<file path="src/rtl/cordic_vec_p.sv">
// Pipelined vectoring-mode CORDIC: magnitude and phase of (xi, yi), one sample per ce cycle.
// Define CORDIC_GAIN_COMP_EN to add a 1/K magnitude-correction stage (latency +1).
module cordic_vec_p #(
  parameter int IW   = 16,
  parameter int OW   = 8,
  parameter int NSTG = OW + 1
) (
  input  logic                 clk,
  input  logic                 rst_n,
  input  logic                 ce,
  input  logic signed [IW-1:0] xi,
  input  logic signed [IW-1:0] yi,
  input  logic                 iv,
  output logic        [OW-1:0] xo,
  output logic        [OW-1:0] zo,
  output logic                 zf,
  output logic                 ov
);

  localparam int XW = IW + 2;
  localparam int AW = OW + 3;

  // atan(2^-i) as a fraction of a full circle scaled by 2^32, rounded to AW bits
  function automatic logic [AW-1:0] atan_c(input int i);
    logic [31:0] t;
    case (i)
      0:  t = 32'h20000000;  1:  t = 32'h12E4051D;  2:  t = 32'h09FB385B;
      3:  t = 32'h051111D4;  4:  t = 32'h028B0D43;  5:  t = 32'h0145D7E1;
      6:  t = 32'h00A2F61E;  7:  t = 32'h00517C55;  8:  t = 32'h0028BE53;
      9:  t = 32'h00145F2E;  10: t = 32'h000A2F98;  11: t = 32'h000517CC;
      12: t = 32'h00028BE6;  13: t = 32'h000145F3;  14: t = 32'h0000A2F9;
      15: t = 32'h0000517C;  16: t = 32'h000028BE;  17: t = 32'h0000145F;
      18: t = 32'h00000A2F;  19: t = 32'h00000517;  20: t = 32'h0000028B;
      21: t = 32'h00000145;  22: t = 32'h000000A2;  23: t = 32'h00000051;
      default: t = 32'h0;
    endcase
    return AW'(({1'b0, t} + (33'd1 << (31 - AW))) >> (32 - AW));
  endfunction

  function automatic logic [OW-1:0] rnd_z(input logic [AW-1:0] z);
    return OW'((z + AW'(4)) >> 3);
  endfunction

  function automatic logic [OW-1:0] sat_x(input logic signed [XW-1:0] m);
    logic signed [XW-1:0] q;
    q = m >>> (IW - OW);
    if (m[XW-1])           return '0;
    else if (|q[XW-1:OW])  return '1;
    else                   return q[OW-1:0];
  endfunction

  // x * 0.6072387 (2^-1+2^-4+2^-5+2^-7+2^-8+2^-10+2^-11+2^-12+2^-14), rounded
  function automatic logic signed [XW-1:0] gain_comp(input logic signed [XW-1:0] x);
    logic signed [XW+13:0] w;
    logic signed [XW+13:0] half;
    w    = {x, 14'b0};
    half = {{XW{1'b0}}, 14'h2000};
    return XW'(((w >>> 1) + (w >>> 4) + (w >>> 5) + (w >>> 7) + (w >>> 8) +
                 (w >>> 10) + (w >>> 11) + (w >>> 12) + (w >>> 14) + half) >>> 14);
  endfunction

  logic signed [XW-1:0] x_pn [0:NSTG];
  logic signed [XW-1:0] y_pn [0:NSTG-1];
  logic        [AW-1:0] z_pn [0:NSTG];
  logic        [NSTG:0] vld_pn;
  logic        [NSTG:0] zf_pn;
  logic signed [XW-1:0] xe, ye;

  assign xe = XW'(xi);
  assign ye = XW'(yi);

  // Stage 0: fold the left half-plane onto the right by a 180 degree pre-rotation
  always_ff @(posedge clk)
    if (ce) begin
      if (xi[IW-1]) begin
        x_pn[0] <= -xe;
        y_pn[0] <= -ye;
        z_pn[0] <= {1'b1, {(AW-1){1'b0}}};
      end else begin
        x_pn[0] <= xe;
        y_pn[0] <= ye;
        z_pn[0] <= '0;
      end
    end

  always_ff @(posedge clk or negedge rst_n)
    if (!rst_n)  vld_pn <= '0;
    else if (ce) vld_pn <= {vld_pn[NSTG-1:0], iv};

  always_ff @(posedge clk)
    if (ce) zf_pn <= {zf_pn[NSTG-1:0], (xi == '0) && (yi == '0)};

  // Stages 1..NSTG: micro-rotations driving y toward zero
  for (genvar i = 0; i < NSTG; i++) begin : g_stg
    localparam logic [AW-1:0] ATAN = atan_c(i);
    logic ydn;
    assign ydn = y_pn[i][XW-1];

    always_ff @(posedge clk)
      if (ce) begin
        x_pn[i+1] <= ydn ? x_pn[i] - (y_pn[i] >>> i) : x_pn[i] + (y_pn[i] >>> i);
        z_pn[i+1] <= ydn ? z_pn[i] - ATAN : z_pn[i] + ATAN;
      end

    if (i < NSTG - 1) begin : g_y
      always_ff @(posedge clk)
        if (ce) y_pn[i+1] <= ydn ? y_pn[i] + (x_pn[i] >>> i) : y_pn[i] - (x_pn[i] >>> i);
    end
  end

  logic signed [XW-1:0] xt;
  logic        [AW-1:0] zt;
  logic                 zft, vt;

`ifdef CORDIC_GAIN_COMP_EN
  logic signed [XW-1:0] x_gc;
  logic        [AW-1:0] z_gc;
  logic                 zf_gc, vld_gc;

  // Gain compensation stage
  always_ff @(posedge clk or negedge rst_n)
    if (!rst_n)  vld_gc <= 1'b0;
    else if (ce) vld_gc <= vld_pn[NSTG];

  always_ff @(posedge clk)
    if (ce) begin
      x_gc  <= gain_comp(x_pn[NSTG]);
      z_gc  <= z_pn[NSTG];
      zf_gc <= zf_pn[NSTG];
    end

  assign xt  = x_gc;
  assign zt  = z_gc;
  assign zft = zf_gc;
  assign vt  = vld_gc;
`else
  assign xt  = x_pn[NSTG];
  assign zt  = z_pn[NSTG];
  assign zft = zf_pn[NSTG];
  assign vt  = vld_pn[NSTG];
`endif

  // Output register
  always_ff @(posedge clk or negedge rst_n)
    if (!rst_n) begin
      ov <= 1'b0;
      zf <= 1'b0;
      xo <= '0;
      zo <= '0;
    end else if (ce) begin
      ov <= vt;
      zf <= zft;
      xo <= zft ? '0 : sat_x(xt);
      zo <= zft ? '0 : rnd_z(zt);
    end

endmodule

</file>
<file path="config.mk">
export PLATFORM = sky130hd
export DESIGN_NAME = cordic_vec_p
export DESIGN_NICKNAME = d
export VERILOG_FILES = /design/src/rtl/cordic_vec_p.sv
export SDC_FILE = /design/constraint.sdc
export NUM_CORES = 1
export LEC_CHECK = 0
export CAP_MARGIN = 25
export CORE_MARGIN = 3
export CORE_UTILIZATION = 40
export DETAILED_ROUTE_END_ITERATION = 6
export HOLD_SLACK_MARGIN = 0.03
export PLACE_DENSITY_LB_ADDON = 0.12
export SETUP_SLACK_MARGIN = 0.3
export SYNTH_ARGS = -nofsm -noshare
export SYNTH_HDL_FRONTEND = slang
export SYNTH_SLANG_ARGS = --single-unit
</file>
<file path="constraint.sdc">
create_clock -name clk -period 3.56 [get_ports clk]
set_input_delay 0.712 -clock clk [delete_from_list [all_inputs] [get_ports clk]]
set_output_delay 0.712 -clock clk [all_outputs]
set_load 0.005 [all_outputs]
</file>
**Run 1: floorplan with the power grid**

Bar = 100 microns. Pins as bars on the die edge.
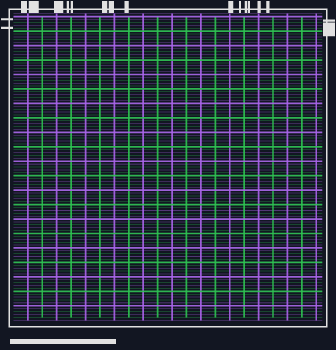
Key: green = VDD; purple = VSS
107 met1 rails follow the rows. 54 signal pins sit on the boundary. The core has 106 rows.

**Run 1: cells coloured by class**

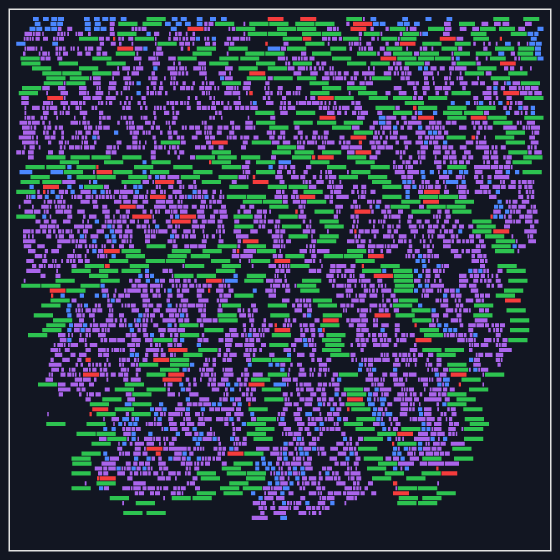
Key: red = clock drivers and dummy loads [cells 98]; blue = remaining buffers and delay cells [cells 370]; purple = remaining logic cells [cells 2913]; green = registers [cells 437]

==> results.yml, run 1 <==
# generated from flow reports
route:
  first_pass_iters: 6
  route.detailed.drc: 0
  drtIter0Drc: 1343
  drtAntennaViolNets: 0
  maxUsedRoutingLayer: "met4"
  drt-met1-wl_mm: 37.0
final_layout:
  largest_register_ffs: 171
  comb_share_pct: 51.3
  final_nets: 4212
  final_core_util_pct: 49.2
  comb_cells: 2681
  combGateArea_sq_um: 21100
  dominant_cells: "multi-input combinational cells"
  seq_cells: 437
  synthToLayoutAreaGrowth_pct: 21.4
  final-nonclk-buf-share_pct: 7.38
  clkCellAreaFrac_pct: 4.30
  regMostFlops: "x_pn"
  buffers_excl_clock: 370
  seq_share_pct: 31.5
  flop_area_sq_um: 13000
  design_area_sq_um: 41200
  fillers: 7897
  inv_count: 232
  fin_cells: 4952
critical_path:
  cp_top_family: "simple AND/OR/NAND/NOR gates"
  r2r_start: "y_pn[0][62]"
  cp_num_cells: 12
  crit_required_ns: 4.01
  path_cells: "or4_4 -> nor3_4 -> a21oi_2 -> xnor2_1 -> ha_1 -> and3_4 -> a221oi_2 -> nor2_1 -> a311o_1 -> o31ai_4 -> or4b_1 -> o211ai_1"
  cp_max_fo: 4
  ff2ff_path_depth: 12
  start_kind: "flip-flop"
  rrSetupSlack_ns: 0.05
  critical_path_class: "flip-flop to flip-flop"
  r2r-end: "x_pn[4][16]"
  cp-end-kind: "flip-flop"
  critPathLaunch: "y_pn[0][62]"
synthesis:
  ys_async_sr_fraction_pct: 6.41
  mux_share_pct: 1.46
  ys_seq_share_pct: 38.2
  yosys-top-cells-count: "edfxtp_1 (409), ha_1 (379), xnor2_1 (325)"
  synthDominantCellAreaShare_pct: 36.2
  ys_cells: 3415
  numSynthFlops: 437
  ys_area_sq_um: 34000
  top_cell: "edfxtp_1"
  fa_ha_area_share_pct: 15.3
  synth-edff-count: 409
  avgSynthCellArea_sq_um: 9.94
place:
  dp_cells: 4721
  post-place-ws_ns: -0.0720
  port_buffers: 53
  detailed_place_hpwl_mm: 61.6
  placed_cell_area_sq_um: 37200
flow_run:
  warning_count: 71
  maxCapViolations: 0
sta:
  fmax_mhz: 285
  finalSetupViolations: 0
  timing.final.ws_setup_ns: 0.0539
  layout_min_cycle_time_ns: 3.51
  tightestPinTransition_ns: 0.803
  fin_skew_ns: 0.0176
  post-route-period-util_pct: 98.5
die:
  coreArea_sq_um: 83800
  pin_count: 54
  dieHeight_microns: 297
  die_area_sq_um: 88400
  initial_core_util_pct: 40.5
  fp-row-count: 106
  tapCellCount: 1134
run_status:
  run_status: "complete, no violations"
global_routing:
  grt_overflow: 0
  antenna_found_initial: 1
  grt_max_degree: 111
  globalRouteMet2Util_pct: 30.4
  grt_usage_pct: 17.7
  use_met3_pct: 2.15
  grt-busiest-layer: "met2"
  grt_pass1_vias: 24900
clocking:
  insertion_delay_ns: 0.63
  cts_setup_buffers: 48
  clk_pin_slew_ns: 0.06
  ctsResizeCount: 74
  cts_tree: "done"
  cts_root_buffer: "clkbuf_16"
  ctsHoldBuffers: 0
  htreeDepth: 2
  clkSinkCount: 437
min_path:
  holdCritPathClass: "flip-flop to flip-flop"
  hp-start: "zf_pn[1]"
**Run 1: clock network drawn from the DEF**

Bar = 100 microns.
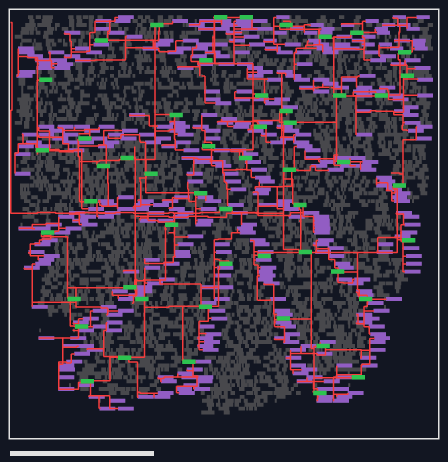
Key: green = clock-net drivers [count 52]; purple = flip-flops [count 437]; red = clock wires [length 6810 microns]
There are 53 routed clock nets. Position of the flops: all over the die.

**Run 1: routed metal, one colour a layer**

Bar = 100 microns.
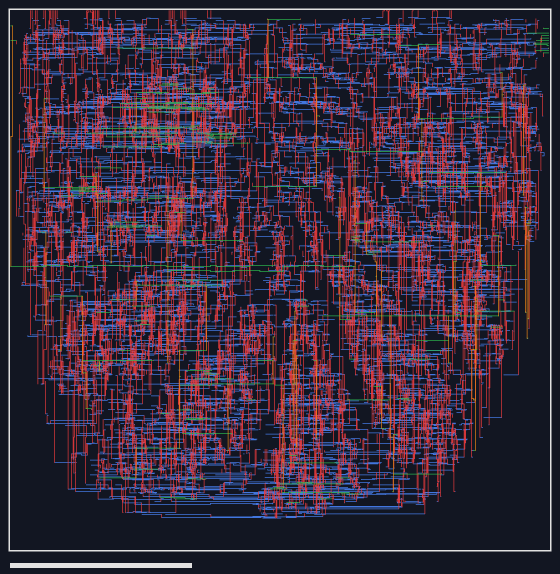
Key: red = M2 [wire length 39.0 mm]; orange = M4 [wire length 2210 microns]; blue = M1 [wire length 37.0 mm]; green = M3 [wire length 2620 microns]

**Run 1: the clock network**

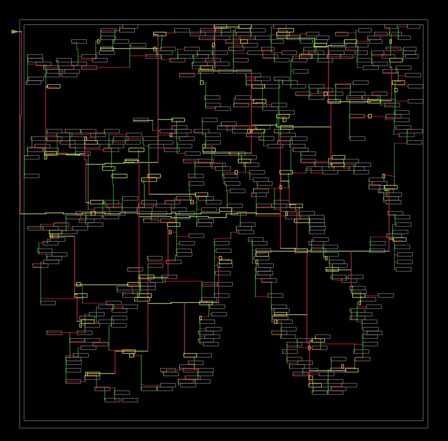

==> run 2: changes to the inputs <==
==> constraint.sdc (replaced) <==
create_clock -name clk -period 3.6 [get_ports clk]
set_input_delay 0.72 -clock clk [delete_from_list [all_inputs] [get_ports clk]]
set_output_delay 0.72 -clock clk [all_outputs]
set_load 0.005 [all_outputs]
**Run 2: the clock network**

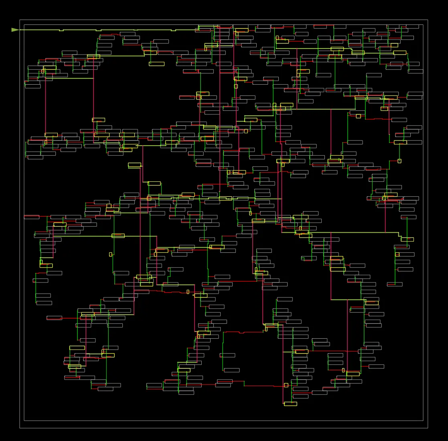
CLK BUF: 66
Setup Skew: 0.0514 ns
CTS Sinks: 437

**Run 2: cells coloured by class**

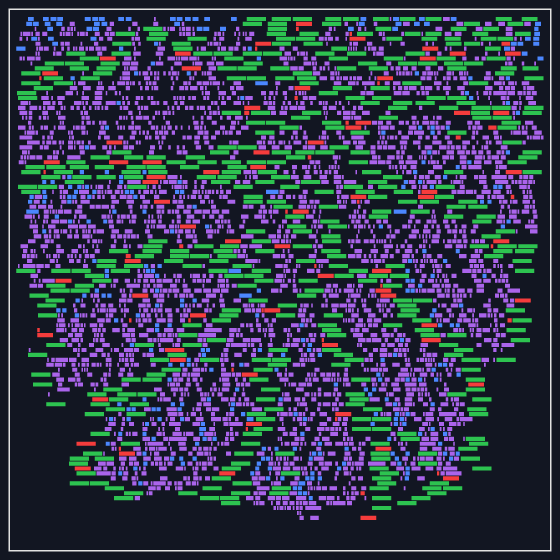
Key: blue = remaining buffers and delay cells [cells 319]; red = clock drivers and dummy loads [cells 99]; green = registers [cells 437]; purple = remaining logic cells [cells 2913]

==> run 2 against run 1 <==
Effect of this change: critical path depth increased by 1; sequential cell count unchanged; non-clock buffer count decreased by 51.
==> results.yml, run 2 <==
# generated from flow reports
final_layout:
  seq_share_pct: 31.8
  inv_count: 232
  largest_register_ffs: 171
  fillers: 7944
  seq_cells: 437
  design_area_sq_um: 40800
  final_layout_top_logic_cells: "edfxtp_1 (409), ha_1 (365), xnor2_1 (323)"
  combGateArea_sq_um: 21000
  comb_share_pct: 51.5
  layout_top_cell: "edfxtp_1"
  diodes: 0
  comb_cells: 2681
  clkCellAreaFrac_pct: 4.62
  final-nonclk-buf-share_pct: 6.42
  buffers_excl_clock: 319
  flop_area_sq_um: 13000
  final_core_util_pct: 48.6
  dominant_cells: "multi-input combinational cells"
  final_nets: 4164
  synthToLayoutAreaGrowth_pct: 20.1
  regMostFlops: "x_pn"
global_routing:
  use_met3_pct: 2.12
  grt_overflow: 0
  globalRouteMet2Util_pct: 30.5
  grt_pass1_vias: 24700
  use_met1_pct: 23.7
  grt-busiest-layer: "met2"
  grt_usage_pct: 17.7
  antenna_found_initial: 0
critical_path:
  r2r-end: "y_pn[0][140]"
  cp_max_fo: 5
  start_kind: "flip-flop"
  cp_num_cells: 13
  ff2ff_path_depth: 13
  path_cells: "or4_4 -> nor4_2 -> nor2_1 -> xor2_1 -> ha_2 -> or4_1 -> a211o_1 -> a311oi_2 -> o21bai_1 -> a21o_1 -> a21o_1 -> a21oi_2 -> xnor2_1"
  critPathLaunch: "x_pn[6][10]"
  rrSetupSlack_ns: 0.13
  cp_top_family: "simple AND/OR/NAND/NOR gates"
  critical_path_class: "flip-flop to flip-flop"
  r2r_start: "x_pn[6][10]"
  cp-end-kind: "flip-flop"
  crit_required_ns: 3.99
synthesis:
  fp_nets: 3853
  ys_async_sr_fraction_pct: 6.41
  mux_share_pct: 1.46
  synthDominantCellAreaShare_pct: 36.2
  ys_area_sq_um: 34000
  ys_cells: 3415
  synth-xor-area-share_pct: 13.0
  synth-edff-count: 409
  yosys-top-cells-count: "edfxtp_1 (409), ha_1 (379), xnor2_1 (325)"
  avgSynthCellArea_sq_um: 9.94
  yosys.area_share.aoi_pct: 16.9
  ys_seq_share_pct: 38.2
  top_cell: "edfxtp_1"
  numSynthFlops: 437
sta:
  tightestPinTransition_ns: 0.731
  layout_min_cycle_time_ns: 3.47
  rsz0062_at_grt: "yes"
  post-route-period-util_pct: 96.5
  timing.final.ws_setup_ns: 0.128
  fmax_mhz: 288
  slew_headroom_pct: 51.2
clocking:
  clk_pin_slew_ns: 0.06
  cts_tree: "done"
  cts_setup_buffers: 26
  insertion_delay_ns: 0.64
  ctsResizeCount: 51
  htreeDepth: 2
  cts_root_buffer: "clkbuf_16"
  ctsHoldBuffers: 0
place:
  port_buffers: 53
  routabilityCongestion: 0.873
  detailed_place_hpwl_mm: 61.5
  dp_cells: 4695
  post-place-ws_ns: 0.0801
  placed_cell_area_sq_um: 37000
die:
  die_area_sq_um: 88400
  fp-row-count: 106
  coreArea_sq_um: 83800
  dieHeight_microns: 297
  initial_core_util_pct: 40.5
  tapCellCount: 1134
  pin_count: 54
route:
  drtIter0Drc: 1267
  drt-met1-wl_mm: 37.2
  route.detailed.drc: 0
  first_pass_iters: 5
  drtAntennaViolNets: 0
  maxUsedRoutingLayer: "met4"
min_path:
  hp-start: "zf_pn[6]"
  holdCritPathClass: "flip-flop to flip-flop"
flow_run:
  maxCapViolations: 0
  warning_count: 73
run_status:
  run_status: "complete, no violations"
